Wiring by layer:
Bar = 100 um.
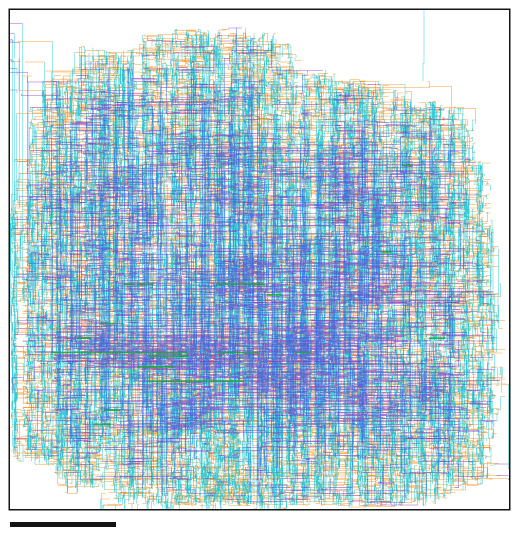
Ports around the boundary:
Pins as bars across the die edge, other pins in grey.
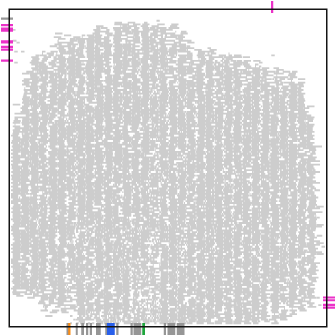
<file path="src/rtl/adc_capture.sv">
// Triggered ADC sample capture: arm, wait for an upward threshold crossing,
// store cap_len samples into a local buffer, then stream them out.
module adc_capture #(
  parameter int DW    = 14,
  parameter int DEPTH = 256,
  parameter int LW    = 9
) (
  input  logic          clk,
  input  logic          aresetn,
  input  logic [DW-1:0] s_data,
  input  logic          s_valid,
  input  logic          arm,
  input  logic          abort,
  input  logic [DW-1:0] thresh,
  input  logic [LW-1:0] cap_len,
  output logic [DW-1:0] m_data,
  output logic          m_valid,
  input  logic          m_ready,
  output logic          m_last,
  output logic [1:0]    state,
  output logic          done
);

  localparam int AW = $clog2(DEPTH);
  localparam logic [LW-1:0] LEN_MAX = LW'(DEPTH);
  localparam logic [LW-1:0] ONE = LW'(1);

  typedef enum logic [1:0] {
    S_IDLE  = 2'd0,
    S_ARMED = 2'd1,
    S_CAPT  = 2'd2,
    S_READ  = 2'd3
  } state_t;

  state_t        state_q, state_d;
  logic [DW-1:0] thr_q, thr_d;
  logic [LW-1:0] len_q, len_d;
  logic [DW-1:0] prev_q, prev_d;
  logic          pvld_q, pvld_d;
  logic [AW-1:0] wptr_q, wptr_d;
  logic [LW-1:0] wcnt_q, wcnt_d;
  logic [AW-1:0] rptr_q, rptr_d;
  logic [LW-1:0] rcnt_q, rcnt_d;
  logic [DW-1:0] mdat_q, mdat_d;
  logic          mvld_q, mvld_d;
  logic          mlst_q, mlst_d;
  logic          done_q, done_d;

  logic [DW-1:0] mem [DEPTH];
  logic          we;
  logic [AW-1:0] waddr;
  logic [LW-1:0] len_clamp;
  logic          xfer;
  logic          trig;

  assign len_clamp = (cap_len == '0 || cap_len > LEN_MAX)
                   ? LEN_MAX : cap_len;
  assign xfer = mvld_q && m_ready;
  assign trig = pvld_q && (prev_q < thr_q) && (s_data >= thr_q);

  always_comb begin
    state_d = state_q;
    thr_d   = thr_q;
    len_d   = len_q;
    prev_d  = prev_q;
    pvld_d  = pvld_q;
    wptr_d  = wptr_q;
    wcnt_d  = wcnt_q;
    rptr_d  = rptr_q;
    rcnt_d  = rcnt_q;
    mdat_d  = mdat_q;
    mvld_d  = mvld_q;
    mlst_d  = mlst_q;
    done_d  = 1'b0;
    we      = 1'b0;
    waddr   = wptr_q;
    if (abort) begin
      state_d = S_IDLE;
      mvld_d  = 1'b0;
      mlst_d  = 1'b0;
      pvld_d  = 1'b0;
      wptr_d  = '0;
      wcnt_d  = '0;
      rptr_d  = '0;
      rcnt_d  = '0;
    end else begin
      unique case (state_q)
        S_IDLE: begin
          if (arm) begin
            thr_d   = thresh;
            len_d   = len_clamp;
            pvld_d  = 1'b0;
            wptr_d  = '0;
            wcnt_d  = '0;
            rptr_d  = '0;
            rcnt_d  = '0;
            state_d = S_ARMED;
          end
        end
        S_ARMED: begin
          if (s_valid) begin
            prev_d = s_data;
            pvld_d = 1'b1;
            if (trig) begin
              we      = 1'b1;
              waddr   = '0;
              wptr_d  = AW'(1);
              wcnt_d  = ONE;
              state_d = (len_q == ONE) ? S_READ : S_CAPT;
            end
          end
        end
        S_CAPT: begin
          if (s_valid) begin
            we     = 1'b1;
            waddr  = wptr_q;
            wptr_d = wptr_q + AW'(1);
            wcnt_d = wcnt_q + ONE;
            if (wcnt_q + ONE == len_q) begin
              state_d = S_READ;
            end
          end
        end
        S_READ: begin
          // Output register refills whenever empty or being drained.
          if (xfer && mlst_q) begin
            mvld_d  = 1'b0;
            mlst_d  = 1'b0;
            done_d  = 1'b1;
            rptr_d  = '0;
            rcnt_d  = '0;
            state_d = S_IDLE;
          end else if ((!mvld_q || xfer) && rcnt_q != len_q) begin
            mdat_d = mem[rptr_q];
            mvld_d = 1'b1;
            mlst_d = (rcnt_q + ONE == len_q);
            rptr_d = rptr_q + AW'(1);
            rcnt_d = rcnt_q + ONE;
          end
        end
        default: state_d = S_IDLE;
      endcase
    end
  end

  always_ff @(posedge clk) begin
    if (we) begin
      mem[waddr] <= s_data;
    end
  end

  always_ff @(posedge clk or negedge aresetn) begin
    if (!aresetn) begin
      state_q <= S_IDLE;
      thr_q   <= '0;
      len_q   <= LEN_MAX;
      prev_q  <= '0;
      pvld_q  <= 1'b0;
      wptr_q  <= '0;
      wcnt_q  <= '0;
      rptr_q  <= '0;
      rcnt_q  <= '0;
      mdat_q  <= '0;
      mvld_q  <= 1'b0;
      mlst_q  <= 1'b0;
      done_q  <= 1'b0;
    end else begin
      state_q <= state_d;
      thr_q   <= thr_d;
      len_q   <= len_d;
      prev_q  <= prev_d;
      pvld_q  <= pvld_d;
      wptr_q  <= wptr_d;
      wcnt_q  <= wcnt_d;
      rptr_q  <= rptr_d;
      rcnt_q  <= rcnt_d;
      mdat_q  <= mdat_d;
      mvld_q  <= mvld_d;
      mlst_q  <= mlst_d;
      done_q  <= done_d;
    end
  end

  assign m_data  = mdat_q;
  assign m_valid = mvld_q;
  assign m_last  = mlst_q;
  assign state   = state_q;
  assign done    = done_q;

endmodule

</file>
<file path="config.mk">
export PLATFORM = sky130hd
export DESIGN_NAME = adc_capture
export DESIGN_NICKNAME = d
export VERILOG_FILES = /design/src/rtl/adc_capture.sv
export SDC_FILE = /design/constraint.sdc
export NUM_CORES = 2
export LEC_CHECK = 0
export CAP_MARGIN = 20
export CORE_UTILIZATION = 65
export CTS_BUF_LIST = sky130_fd_sc_hd__clkbuf_8
export CTS_CLUSTER_DIAMETER = 150
export DETAILED_ROUTE_END_ITERATION = 8
export PLACE_DENSITY = 0.83
export SETUP_SLACK_MARGIN = 0.3
export SLEW_MARGIN = 10
export SYNTH_ARGS = -nofsm -noshare
export SYNTH_HDL_FRONTEND = slang
export SYNTH_SLANG_ARGS = --single-unit
</file>
<file path="constraint.sdc">
create_clock -name clk -period 8.3 [get_ports clk]
set_input_delay 1.66 -clock clk [delete_from_list [all_inputs] [get_ports clk]]
set_output_delay 1.66 -clock clk [all_outputs]
set_load 0.03 [all_outputs]
</file>
==> out/metrics.yaml <==
final_layout:
  max_flop_register: "mem"
  finish.cell_count_without_fillers: 10780
yosys:
  largest_cells_by_area_after_synthesis: "sky130_fd_sc_hd__edfxtp_1 75%, sky130_fd_sc_hd__mux4_2 13%, sky130_fd_sc_hd__mux2i_1 2.2%"
  synthesis.area_per_instance_um2: 20.79
  postSynth.asyncResetShare: 0.02476
  post_synth_and_or_nand_nor_area_fraction: 0.02660
  yosys-mux-area-fraction: 0.1527
  edff_count_synth: 3584
  post_synth_ao_oa_area_fraction: 0.03257
  synth_area_um2: 143300
  postSynthRegisterBits: 3675
status:
  result_of_the_run: "complete, but fails checks"
  failed_checks: "design-rule violations"
pwr:
  finalPower_mw: 36.54
routing:
  detail_route.wirelength_um: 405200
  post-route-drc-count: 52
critical_path:
  worst-endpoint-arrival_ns: 6.65
  startpoint: "s_data[2]"
  reg2regPathDepth: 10
  worstReg2RegStart: "rptr_q[0]$_DFFE_PN0P_"
timing:
  max_freq_ghz: 0.1730
  finalClockPeriodUsage: 0.6963
  normalized_max_slew_margin: 0.1013
  finalSetupViolations: 0
  skew_ns: 0.07733
die:
  std_cell_rows: 172
  fp_util: 0.6530
clock_network:
  ctsLongestPathBuffers: 4
  cts.htree.levels: 6
  insertion_delay_ns: 1.16
grt:
  via_count_of_the_first_global_routing_pass: 77070
  grt_first_pass_wirelength_um: 564300
  antenna_violations_before_repair: 20
  use_met2: 0.5212
  groute.layer.met3.usage: 0.1432
  grt_util_all_layers: 0.3658
placement:
  finalWeightedCongestion: 0.9920
hold_path:
  timing.hold.worst_endpoint: "prev_q[0]$_DFFE_PN0P_"
  hold_class: "reg -> reg"
About 'wiring by layer':
- green: met5 (wire length 497 um)
- blue: met4 (wire length 33.2 mm)
- purple: met3 (wire length 68.1 mm)
- orange: met1 (wire length 126 mm)
- cyan: met2 (wire length 177 mm)

About 'ports around the boundary':
- orange: `aresetn` (pins 1; direction input; edge bottom)
- blue: `cap_len` (pins 9; direction input; edge bottom)
- green: `state` (pins 2; direction output; edge bottom)
- magenta: `s_data` (pins 14; direction input; edge 9 left, 4 right, 1 top)
number of buffers inserted by port buffering: 61
Vert. Die Dim: 471.6 um
die width: 471.6 um

area by class of cell:
class                      count  area [um2]
clock inverter               396        2128
sequential                  3675      109900
multi-input combinational   2782       31460
fill                       11370       60170
antenna                       10       25.02
inverter                      33       131.4
timing repair buffer         410        3820
clock buffer                 600        8258
tap                         2871        3592
power by group:
part	leakage (nW)	switching (mW)	internal, mW
clock network	5.91	6.98	7.20
registers	33.4	0.178	20.5
logic	10.3	1.13	0.593
tightest hold or removal path: cells and delay by family, from the launching register on:
family	cells	cell delay, ns
and+or+nand+nor	1	0.04
AOI/OAI and AO/OA	1	0.07
DFF	1	0.33
per-layer routing:
layer	routed length, um	vias to the layer above	part of all wire
met5	496	-	0.0012
met2	176900	8167	0.44
met3	68070	1694	0.17
met1	126500	39020	0.31
li1	-	29940	-
met4	33230	34	0.082
Power is estimated from default activity; no workload was simulated.
